<file path="config.mk">
export PLATFORM = sky130hd
export DESIGN_NAME = pipelined_addsub_flat
export DESIGN_NICKNAME = d
export VERILOG_FILES = /design/src/rtl/pipelined_addsub_if.sv /design/src/rtl/pipelined_addsub.sv /design/src/flat_wrapper.sv
export SDC_FILE = /design/constraint.sdc
export NUM_CORES = 1
export LEC_CHECK = 0
export CAP_MARGIN = 10
export CORE_ASPECT_RATIO = 1.75
export CORE_UTILIZATION = 31
export DETAILED_ROUTE_END_ITERATION = 10
export GPL_TIMING_DRIVEN = 0
export SYNTH_ARGS = -nofsm -noshare
export SYNTH_HDL_FRONTEND = slang
export SYNTH_SLANG_ARGS = --single-unit
</file>
<file path="constraint.sdc">
create_clock -name clk -period 4.5 [get_ports clk]
set_input_delay 0.9 -clock clk [delete_from_list [all_inputs] [get_ports clk]]
set_output_delay 0.9 -clock clk [all_outputs]
set_load 0.03 [all_outputs]
</file>
<file path="src/rtl/pipelined_addsub_if.sv">
`default_nettype none
// ============================================================================
// pipelined_addsub_if : operand/result handshake bundle for pipelined_addsub
// Revision 1.0
// ============================================================================
interface pipelined_addsub_if #(
   parameter int WIDTH = 32
);
   logic             in_valid;
   logic             in_ready;
   logic [WIDTH-1:0] a;
   logic [WIDTH-1:0] b;
   logic             sub;
   logic             cin;
   logic             out_valid;
   logic             out_ready;
   logic [WIDTH-1:0] sum;
   logic             cout;
   logic             ovf;
   logic             zero;
   logic             neg;

   modport master (
      output in_valid, a, b, sub, cin, out_ready,
      input  in_ready, out_valid, sum, cout, ovf, zero, neg
   );

   modport slave (
      input  in_valid, a, b, sub, cin, out_ready,
      output in_ready, out_valid, sum, cout, ovf, zero, neg
   );
endinterface
`default_nettype wire

</file>
<file path="src/rtl/pipelined_addsub.sv">
`default_nettype none
// ============================================================================
// pipelined_addsub : segmented-carry add/sub, one WIDTH/STAGES slice per clock
// Revision 1.0
// ============================================================================
module pipelined_addsub #(
   parameter int WIDTH  = 32,
   parameter int STAGES = 4
) (
   input  logic              clk,
   input  logic              rst_n,
   pipelined_addsub_if.slave bus
);

   localparam int SEG  = WIDTH / STAGES;
   localparam int LAST = STAGES - 1;

   logic [STAGES-1:0] valid_q, valid_d;
   logic [STAGES-1:0] carry_q, carry_d;
   logic [WIDTH-1:0]  a_q   [STAGES];
   logic [WIDTH-1:0]  a_d   [STAGES];
   logic [WIDTH-1:0]  b_q   [STAGES];
   logic [WIDTH-1:0]  b_d   [STAGES];
   logic [WIDTH-1:0]  sum_q [STAGES];
   logic [WIDTH-1:0]  sum_d [STAGES];
   logic              ovf_q, ovf_d;
   logic              zero_q, zero_d;
   logic              neg_q, neg_d;

   // Per-stage inputs: stage 0 takes the bus, stage k takes register k-1.
   logic [STAGES-1:0] v_src;
   logic [STAGES-1:0] c_src;
   logic [WIDTH-1:0]  a_src  [STAGES];
   logic [WIDTH-1:0]  b_src  [STAGES];
   logic [WIDTH-1:0]  s_src  [STAGES];
   logic [WIDTH-1:0]  s_next [STAGES];
   logic [SEG:0]      seg_res[STAGES];

   logic stall;
   logic advance;

   assign stall   = valid_q[LAST] & ~bus.out_ready;
   assign advance = ~stall;

   always_comb begin
      v_src[0] = bus.in_valid;
      a_src[0] = bus.a;
      b_src[0] = bus.b ^ {WIDTH{bus.sub}};
      s_src[0] = '0;
      c_src[0] = bus.cin ^ bus.sub;
      for (int k = 1; k < STAGES; k++) begin
         v_src[k] = valid_q[k-1];
         a_src[k] = a_q[k-1];
         b_src[k] = b_q[k-1];
         s_src[k] = sum_q[k-1];
         c_src[k] = carry_q[k-1];
      end
      for (int k = 0; k < STAGES; k++) begin
         seg_res[k] = {1'b0, a_src[k][k*SEG +: SEG]}
                    + {1'b0, b_src[k][k*SEG +: SEG]}
                    + {{SEG{1'b0}}, c_src[k]};
         s_next[k]  = s_src[k];
         s_next[k][k*SEG +: SEG] = seg_res[k][SEG-1:0];
      end
   end

   // A stall freezes every stage, bubbles included.
   always_comb begin
      valid_d = valid_q;
      carry_d = carry_q;
      ovf_d   = ovf_q;
      zero_d  = zero_q;
      neg_d   = neg_q;
      for (int k = 0; k < STAGES; k++) begin
         a_d[k]   = a_q[k];
         b_d[k]   = b_q[k];
         sum_d[k] = sum_q[k];
      end
      if (advance) begin
         for (int k = 0; k < STAGES; k++) begin
            valid_d[k] = v_src[k];
            carry_d[k] = seg_res[k][SEG];
            a_d[k]     = a_src[k];
            b_d[k]     = b_src[k];
            sum_d[k]   = s_next[k];
         end
         // Same-sign operands giving an opposite-sign result is exactly
         // carry-into-MSB differing from carry-out-of-MSB.
         ovf_d  = (a_src[LAST][WIDTH-1] ~^ b_src[LAST][WIDTH-1])
                & (s_next[LAST][WIDTH-1] ^ a_src[LAST][WIDTH-1]);
         zero_d = ~|s_next[LAST];
         neg_d  = s_next[LAST][WIDTH-1];
      end
   end

   always_ff @(posedge clk or negedge rst_n) begin
      if (!rst_n) begin
         valid_q <= '0;
         carry_q <= '0;
         ovf_q   <= 1'b0;
         zero_q  <= 1'b0;
         neg_q   <= 1'b0;
         for (int k = 0; k < STAGES; k++) begin
            a_q[k]   <= '0;
            b_q[k]   <= '0;
            sum_q[k] <= '0;
         end
      end else begin
         valid_q <= valid_d;
         carry_q <= carry_d;
         ovf_q   <= ovf_d;
         zero_q  <= zero_d;
         neg_q   <= neg_d;
         for (int k = 0; k < STAGES; k++) begin
            a_q[k]   <= a_d[k];
            b_q[k]   <= b_d[k];
            sum_q[k] <= sum_d[k];
         end
      end
   end

   // Operands leaving the last stage have no consumer.
   logic unused_last_operands;
   assign unused_last_operands = ^{a_q[LAST], b_q[LAST]};

   assign bus.in_ready  = ~stall;
   assign bus.out_valid = valid_q[LAST];
   assign bus.sum       = sum_q[LAST];
   assign bus.cout      = carry_q[LAST];
   assign bus.ovf       = ovf_q;
   assign bus.zero      = zero_q;
   assign bus.neg       = neg_q;

endmodule
`default_nettype wire

</file>
<file path="src/flat_wrapper.sv">
// flat-port wrapper written by rule: the top's interface ports become plain ports
module pipelined_addsub_flat 
#(
   parameter int WIDTH  = 32,
   parameter int STAGES = 4
)
  (clk, rst_n, bus_in_valid, bus_a, bus_b, bus_sub, bus_cin, bus_out_ready, bus_in_ready, bus_out_valid, bus_sum, bus_cout, bus_ovf, bus_zero, bus_neg);
  pipelined_addsub_if #(.WIDTH(WIDTH)) bus_i ();
  input  logic clk;
  input  logic rst_n;
  input wire logic [$bits(bus_i.in_valid)-1:0] bus_in_valid;
  input wire logic [$bits(bus_i.a)-1:0] bus_a;
  input wire logic [$bits(bus_i.b)-1:0] bus_b;
  input wire logic [$bits(bus_i.sub)-1:0] bus_sub;
  input wire logic [$bits(bus_i.cin)-1:0] bus_cin;
  input wire logic [$bits(bus_i.out_ready)-1:0] bus_out_ready;
  output wire logic [$bits(bus_i.in_ready)-1:0] bus_in_ready;
  output wire logic [$bits(bus_i.out_valid)-1:0] bus_out_valid;
  output wire logic [$bits(bus_i.sum)-1:0] bus_sum;
  output wire logic [$bits(bus_i.cout)-1:0] bus_cout;
  output wire logic [$bits(bus_i.ovf)-1:0] bus_ovf;
  output wire logic [$bits(bus_i.zero)-1:0] bus_zero;
  output wire logic [$bits(bus_i.neg)-1:0] bus_neg;
  assign bus_i.in_valid = bus_in_valid;
  assign bus_i.a = bus_a;
  assign bus_i.b = bus_b;
  assign bus_i.sub = bus_sub;
  assign bus_i.cin = bus_cin;
  assign bus_i.out_ready = bus_out_ready;
  assign bus_in_ready = bus_i.in_ready;
  assign bus_out_valid = bus_i.out_valid;
  assign bus_sum = bus_i.sum;
  assign bus_cout = bus_i.cout;
  assign bus_ovf = bus_i.ovf;
  assign bus_zero = bus_i.zero;
  assign bus_neg = bus_i.neg;
  pipelined_addsub #(.WIDTH(WIDTH), .STAGES(STAGES)) u_core (.clk(clk), .rst_n(rst_n), .bus(bus_i));
endmodule
</file>
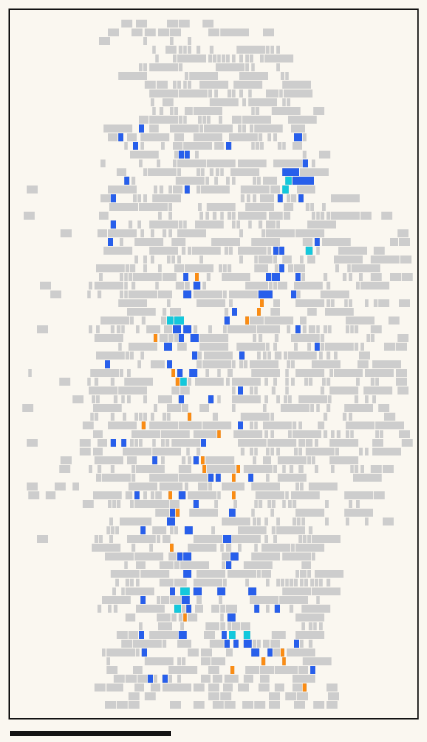
run_1/gate_families.png
Bar = 50 um.
AND and OR gates: marked cyan, cells 10, most used or3_1. inverting AOI/OAI gates: marked blue, cells 93, most used o21ai_1. inverters: marked orange, cells 24, most used inv_1.
commonest non-fill, non-tap cell in the layout: nand2_1
post-layout instance count excluding filler cells: 1397
logic share of the area: 33.51%

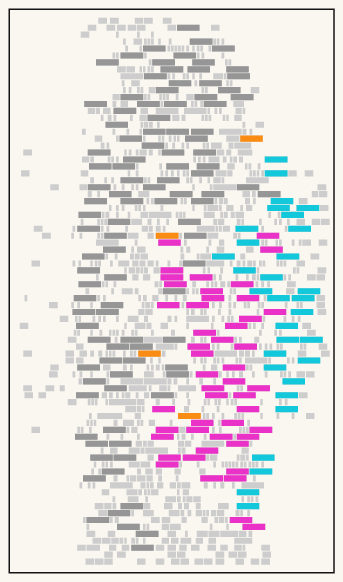
run_1/registers.png
Other sequential cells in the stronger grey, the rest of the logic in the fainter grey.
u_core.bus.sum: marked cyan, placed flops 31, where right middle. u_core.carry_q: marked orange, placed flops 4, where middle. u_core.s_next: marked magenta, placed flops 48.
Sequential cell area: 0.004654 mm^2
share of cell area taken by flip-flops and latches: 44.20%

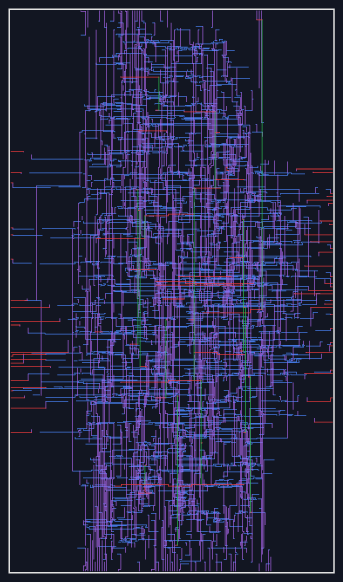
run_1/metal_stack.png
met2: marked purple, wire length 11500 um. met1: marked blue, wire length 8330 um. met4: marked green, wire length 654 um. met3: marked red, wire length 721 um.

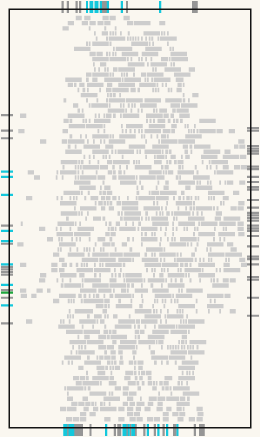
run_1/pins.png
Pins as bars across the die edge, other pins in grey.
bus_out_valid: marked green, pins 1, direction output, edge left. bus_a: marked cyan, pins 32, direction input, edge 15 bottom, 9 top, 8 left.
All pins by edge: 37 bottom, 30 right, 21 left, 20 top.

==> run 1: routing by layer <==
metal | vias up | global-route usage [%] | part of all wire (%)
li1 | 3241 | - | -
met1 | 3070 | 17.52 | 39
met2 | 112 | 30.75 | 54
met3 | 34 | 3.167 | 3.4
met4 | 0 | 7.460 | 3.1
met5 | - | 0 | 0
==> run 1: layout by cell type, fill, tap and decap left out, types with 4 or more instances in the layout <==
cell type,instances
inv_6,5
o21ai_1,33
o31ai_1,13
xor2_1,11
nor2_1,32
nor4_1,6
o21ai_0,14
o21a_1,9
ha_1,28
buf_2,5
dfrtp_1,186
a21oi_1,18
nand2b_1,4
inv_1,22
clkbuf_16,17
clkdlybuf4s50_1,105
nor3_1,11
clkbuf_1,34
fa_1,8
nor2b_1,4
buf_1,4
xnor2_1,33
nand2_1,418
==> run 1: kinds of logic after synthesis <==
| kind of cell | Yosys count | synth area share, % |
|---|---|---|
| AND-OR/OR-AND | 109 | 8.109 |
| XOR/XNOR | 45 | 4.750 |
| adder cells (fa/ha/maj) | 36 | 6.037 |
| buffers and inverters | 70 | 3.226 |
| flip-flops | 186 | 55.05 |
| AND/OR/NAND/NOR | 489 | 22.83 |
==> run 1: state kept, by name, indices dropped and copies added (netlist names) <==
signal / flops
u_core.bus.sum: 31
u_core.bus.zero: 1
u_core.b_q: 48
u_core.bus.neg: 1
u_core.s_next: 48
u_core.carry_q: 4
u_core.valid_q: 4
u_core.a_q: 48
u_core.bus.ovf: 1
==> run 1: report_power, final <==
part	switching [mW]	leakage [nW]	total (mW)	internal [mW]
combinational	1.85	2.51	3.14	1.29
sequential	0.480	2.24	2.90	2.42
clock	0.697	0.277	1.48	0.782
==> run 1: repair_timing <==
action	CTS	global route
gates cloned	0	0
pin swaps	0	0
resized	1	0
endpoints found under the setup margin	1	1
==> deck_impl_summary.md, run 1 <==
Run Summary

Clock network
  – Hold buffer count at cts: 0
  – CTS tree: built
  – Worst-path clk slew: 0.06 ns
  – Clk sinks: 186
  – Clock insertion delay at the later pin of the skew report: 0.45 ns
  – Clock root buffer master: clkbuf_16
  – Setup Buffers After CTS: 0

GRT
  – Number of antenna violations at the first check in global routing: 0
  – Maximum number of pins on one net before global-route repair: 103
  – Overall track demand over capacity in global routing: 16.35%
  – Congestion Overflow GR: 0
  – Vias in the first global route: 6628
  – Wire length of the first global-routing pass: 34.30 mm

Drt
  – Via density per instance: 4.622
  – Number of iterations in the first detailed-routing pass: 4
  – Final wirelength: 21.18 mm
  – Vias post-DR: 6457
  – Tally of nets with antenna violations remaining after routing: 0
  – Iteration-0 DRC Markers: 266

Final layout
  – Non-clock buffer count in the final layout: 152
  – Flop Count: 186
  – Antenna cell count: 0
  – Layout inverter count without the clock tree: 24
  – Number of fill cells in the layout: 2709
  – Comb gates: 679
  – Fraction of cell area in non-clock buffers: 12.10%
  – Final net count: 1166
  – Final std cell area, no fill: 0.01053 mm^2
  – Proportion of layout cells with a drive suffix above 1: 4.473%
  – Total of clock buffers placed in the layout: 17
  – Largest cell class: sequential cells
  – Finished Core Util: 39.46%

Floorplan
  – Horizontal extent of the die: 126.8 um
  – Die Y: 220.5 um
  – Tap cell count: 324
  – Cell row count: 79
  – Chip footprint: 0.02797 mm^2
  – FP Core Util: 31.68%
  – I/O pin count: 108

Timing
  – Total negative slack for setup checks: 0 ns
  – Number of failing hold endpoints at the final stage: 0
  – Fmax: 239.3 MHz
  – Ratio of final minimum period to clock period: 92.87%
  – Tightest slew margin relative to the limit: 48.56%
  – Final count of negative-setup-slack endpoints: 0
  – Setup clock skew after layout: 0.009895 ns
  – Count of final max-slew check failures: 0

Logic synthesis
  – Post-synthesis chip area from yosys: 0.008456 mm^2
  – Post-synthesis cell count: 935
  – Most numerous cell in the Yosys netlist: nand2_1
  – Main area contributors: dfrtp_1 (55%), nand2_1 (19%), ha_1 (4.1%)
  – Avg Cell Area, Syn: 9.043 um^2
  – Prevailing post-synth register cell: dfrtp_1
  – Top post-synthesis cells by count: nand2_1 (418), dfrtp_1 (186), clkbuf_1 (36)
  – Unique cell types: 43
  – Synthesized netlist net count: 1041
  – Cell total in the yosys stat output: 935
  – Dominant cell area share: 55.05%
  – Cell type contributing the most total cell area after synthesis: dfrtp_1

Placement
  – Post-place instance area: 0.009955 mm^2
  – Final HPWL from detailed placement: 16.17 mm
  – Number of placed instances, taps included: 1366
  – Setup Slack @ Placement: -0.2186 ns

Worst setup path
  – Slowest-stage cell, CP: clkdlybuf4s50_1
  – Start point of the critical path: bus_out_ready
  – Setup crit end kind: output port
  – Data required, critical path: 3.60 ns
  – Crit path max-delay family: buffers and inverters
  – CP dominant cell by count: clkdlybuf4s50_1
  – Flop2flop setup slack: 1.86 ns
  – End point of the critical path: bus_in_ready
  – Type of element launching the critical path: input pin
  – Largest fanout on the critical path: 11
  – Crit path cell chain: clkdlybuf4s50_1, nor2b_1, clkbuf_1, inv_2, clkbuf_2, clkdlybuf4s50_1
  – Terminus of the critical flop-to-flop path: u_core.s_next[66]
  – Crit. path cell count: 6
  – Worst r2r src: u_core.valid_q[3]
  – Combined buffer and inverter count along the critical path: 5

Worst hold path
  – Worst Hold Class: flop to flop
  – Worst min-delay path endpoint: u_core.b_q[95]
  – Worst Hold Launch: u_core.b_q[95]
  – Number of cells traversed by the worst hold path: 2

Power and ir drop
  – P per Cell Area: 713.8 mW/mm^2
  – P_leak: 5.024 nW
  – VDD IR max: 310.9 uV
  – Power Total: 7.517 mW

Flow run
  – Count of warning messages emitted by the tools: 28
  – Max-cap check violation count: 0

Status
  – Result of the run: completed
==> run 1 -> run 2 <==
- HOLD_SLACK_MARGIN: default -> 0.03
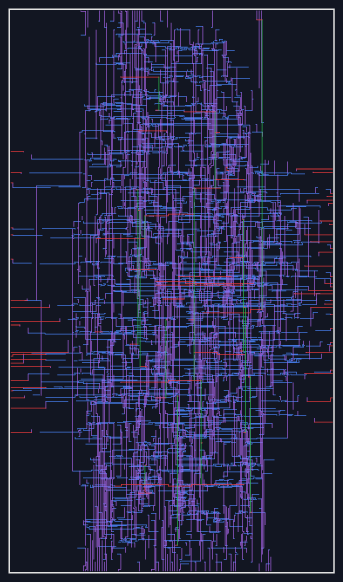
run_2/metal_stack.png
met3: marked red, wire length 721 um. met2: marked purple, wire length 11500 um. met1: marked blue, wire length 8330 um. met4: marked green, wire length 654 um.
overall track demand over capacity in global routing: 16.35%
vias post-DR: 6457

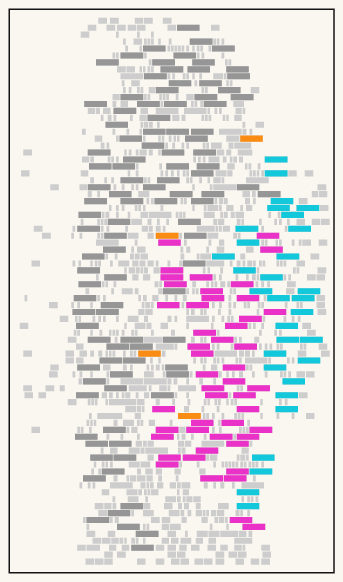
run_2/registers.png
Other sequential cells in the stronger grey, the rest of the logic in the fainter grey.
u_core.bus.sum: marked cyan, placed flops 31, where right middle. u_core.carry_q: marked orange, placed flops 4, where middle. u_core.s_next: marked magenta, placed flops 48.

==> deck_impl_summary.md, run 2 <==
Run Summary

Final layout
  – Number of fill cells in the layout: 2709
  – Top logic cells by instance count in the layout: nand2_1 (418), dfrtp_1 (186), clkdlybuf4s50_1 (105), clkbuf_1 (34)
  – Final net count: 1166
  – Finished Core Util: 39.46%
  – Gate Area: 0.003528 mm^2
  – Antenna cell count: 0
  – Post-layout instance count excluding filler cells: 1397
  – Final std cell area, no fill: 0.01053 mm^2
  – Sequential cell area: 0.004654 mm^2
  – Commonest non-fill, non-tap cell in the layout: nand2_1
  – Proportion of layout cells with a drive suffix above 1: 4.473%

Worst hold path
  – Worst Hold Class: flop to flop
  – Number of cells traversed by the worst hold path: 2

Worst setup path
  – Type of element launching the critical path: input pin
  – Setup crit end kind: output port
  – Crit path arrival time: 3.28 ns
  – Terminus of the critical flop-to-flop path: u_core.s_next[66]
  – Worst r2r src: u_core.valid_q[3]
  – Data required, critical path: 3.60 ns
  – Start point of the critical path: bus_out_ready
  – Flop2flop setup slack: 1.86 ns
  – End point of the critical path: bus_in_ready
  – Largest fanout on the critical path: 11

Power and ir drop
  – Total internal power: 4.488 mW
  – Switching component of the power: 3.029 mW
  – P per Cell Area: 713.8 mW/mm^2
  – Part of the power in the clock network: 19.7%
  – VDD IR max: 310.9 uV
  – Switching Share: 40.29%
  – Reg power frac: 38.6%
  – Power Total: 7.517 mW
  – P_leak: 5.024 nW
  – Combinational share of power: 41.8%

Logic synthesis
  – Register share after synthesis: 55.05%
  – Most numerous cell in the Yosys netlist: nand2_1
  – Simple-Gate Fraction of Synth Area: 22.83%
  – Top post-synthesis cells by count: nand2_1 (418), dfrtp_1 (186), clkbuf_1 (36)
  – Cell total in the yosys stat output: 935
  – Cell type contributing the most total cell area after synthesis: dfrtp_1
  – Top logic cell family in the synthesized netlist: simple AND/OR/NAND/NOR gates
  – Fraction of synthesized area in multiplexers: 0%
  – Number of synthesis warnings: 0
  – Fraction of synthesized cell area in xor and xnor cells: 4.750%
  – Main area contributors: dfrtp_1 (55%), nand2_1 (19%), ha_1 (4.1%)
  – Post-synthesis cell count: 935
  – Unique cell types: 43
  – Avg Cell Area, Syn: 9.043 um^2
  – Area share of fa/ha/maj cells after synthesis: 6.037%
  – Prevailing post-synth register cell: dfrtp_1
  – Synthesized netlist net count: 1041
  – Count of library flops with an enable pin: 0
  – Post-synthesis chip area from yosys: 0.008456 mm^2
  – Area fraction in compound gates: 8.109%
  – Mapped Area: 0.008456 mm^2
  – Dominant cell area share: 55.05%

Clock network
  – CTS tree: built
  – Setup Buffers After CTS: 0
  – Clock insertion delay at the later pin of the skew report: 0.45 ns
  – Number of buffers on the longest clock path: 2
  – Clock root buffer master: clkbuf_16
  – Clk sinks: 186
  – Worst-path clk slew: 0.06 ns
  – Level count of the clock H-tree: 4

Status
  – Result of the run: completed

Drt
  – Number of iterations in the first detailed-routing pass: 4
  – Final routed wire length divided by cell count: 15.16 um
  – Tally of nets with antenna violations remaining after routing: 0
  – Iteration-0 DRC Markers: 266
  – Detailed-route DRC error count: 0
  – Via density per instance: 4.622
  – Final wirelength: 21.18 mm

Timing
  – Ratio of final minimum period to clock period: 92.87%
  – Tightest slew margin relative to the limit: 48.56%
  – Transition at the pin with the smallest max-transition slack: 0.7716 ns
  – Total negative slack for setup checks: 0 ns
  – Number of failing hold endpoints at the final stage: 0
  – Final count of negative-setup-slack endpoints: 0
  – Count of final max-slew check failures: 0
  – Worst hold slack across all endpoints: 0.4663 ns
  – Fmax: 239.3 MHz
  – Setup clock skew after layout: 0.009895 ns

Flow run
  – Count of warning messages emitted by the tools: 28
  – Max-cap check violation count: 0

GRT
  – Congestion Overflow GR: 0
  – Vias in the first global route: 6628
  – Maximum number of pins on one net before global-route repair: 103
  – Wire length of the first global-routing pass: 34.30 mm
  – Number of antenna violations at the first check in global routing: 0

Floorplan
  – FP Core Util: 31.68%
  – Chip footprint: 0.02797 mm^2
  – Horizontal extent of the die: 126.8 um
  – Die Y: 220.5 um
  – Core Area: 0.02669 mm^2
  – Cell row count: 79
  – I/O pin count: 108

Placement
  – Setup Slack @ Placement: -0.2186 ns
  – Final HPWL from detailed placement: 16.17 mm
  – IO buf count: 106
  – Post-place instance area: 0.009955 mm^2
  – Number of placed instances, taps included: 1366
==> run 2: cell counts after synthesis <==
Identical to the previous run, type by type.
==> run 2: worst min-delay path by stage <==
stage	to	slack, ns	start
after detailed placement	u_core.a_q[86]	0.45	u_core.a_q[118]
final	u_core.b_q[95]	0.47	u_core.b_q[95]
after global placement	u_core.valid_q[2]	0.45	u_core.valid_q[2]
after floorplan	u_core.valid_q[2]	0.43	u_core.valid_q[2]
after global routing	u_core.a_q[120]	0.48	u_core.a_q[120]
after CTS	u_core.b_q[95]	0.47	u_core.b_q[95]
==> run 2: timing repair <==
action                     4_1_cts  5_1_grt
hold buffers                     0        0
resized                          1        0
pin swaps                        0        0
setup endpoints to repair        1        1
==> run 2: power by group through the flow <==
stage	clock, mW	sequential (mW)	combinational (mW)
5_1_grt	1.58	2.99	3.53
3_5_place_dp	0	2.94	3.17
3_3_place_gp	0	2.92	3.11
2_1_floorplan	0	3.08	1.89
6_report	1.48	2.90	3.14
4_1_cts	1.51	2.91	3.19
==> run 2: layer usage <==
metal	vias up	GRT usage [%]	part of all wire [%]
li1	3241	-	-
met1	3070	17.52	39
met2	112	30.75	54
met3	34	3.167	3.4
met4	0	7.460	3.1
met5	-	0	0
==> run 2: worst max-delay path, cell delays in order <==
cell,delay (ns)
clkdlybuf4s50_1,0.40
nor2b_1,0.17
clkbuf_1,0.55
inv_2,0.27
clkbuf_2,0.32
clkdlybuf4s50_1,0.66
==> run 2: area by class of cell <==
class                           count  share of cell area, %
Sequential cell                   186                  44.20
Multi-Input combinational cell    679                  33.51
Timing Repair Buffer              107                  10.38
Clock buffer                       17                  4.040
Tap cell                          324                  3.850
Buffer                             45                  1.711
Clock inverter                     15                  1.450
Inverter                           24                 0.8555
Power and IR drop assume default switching activity.
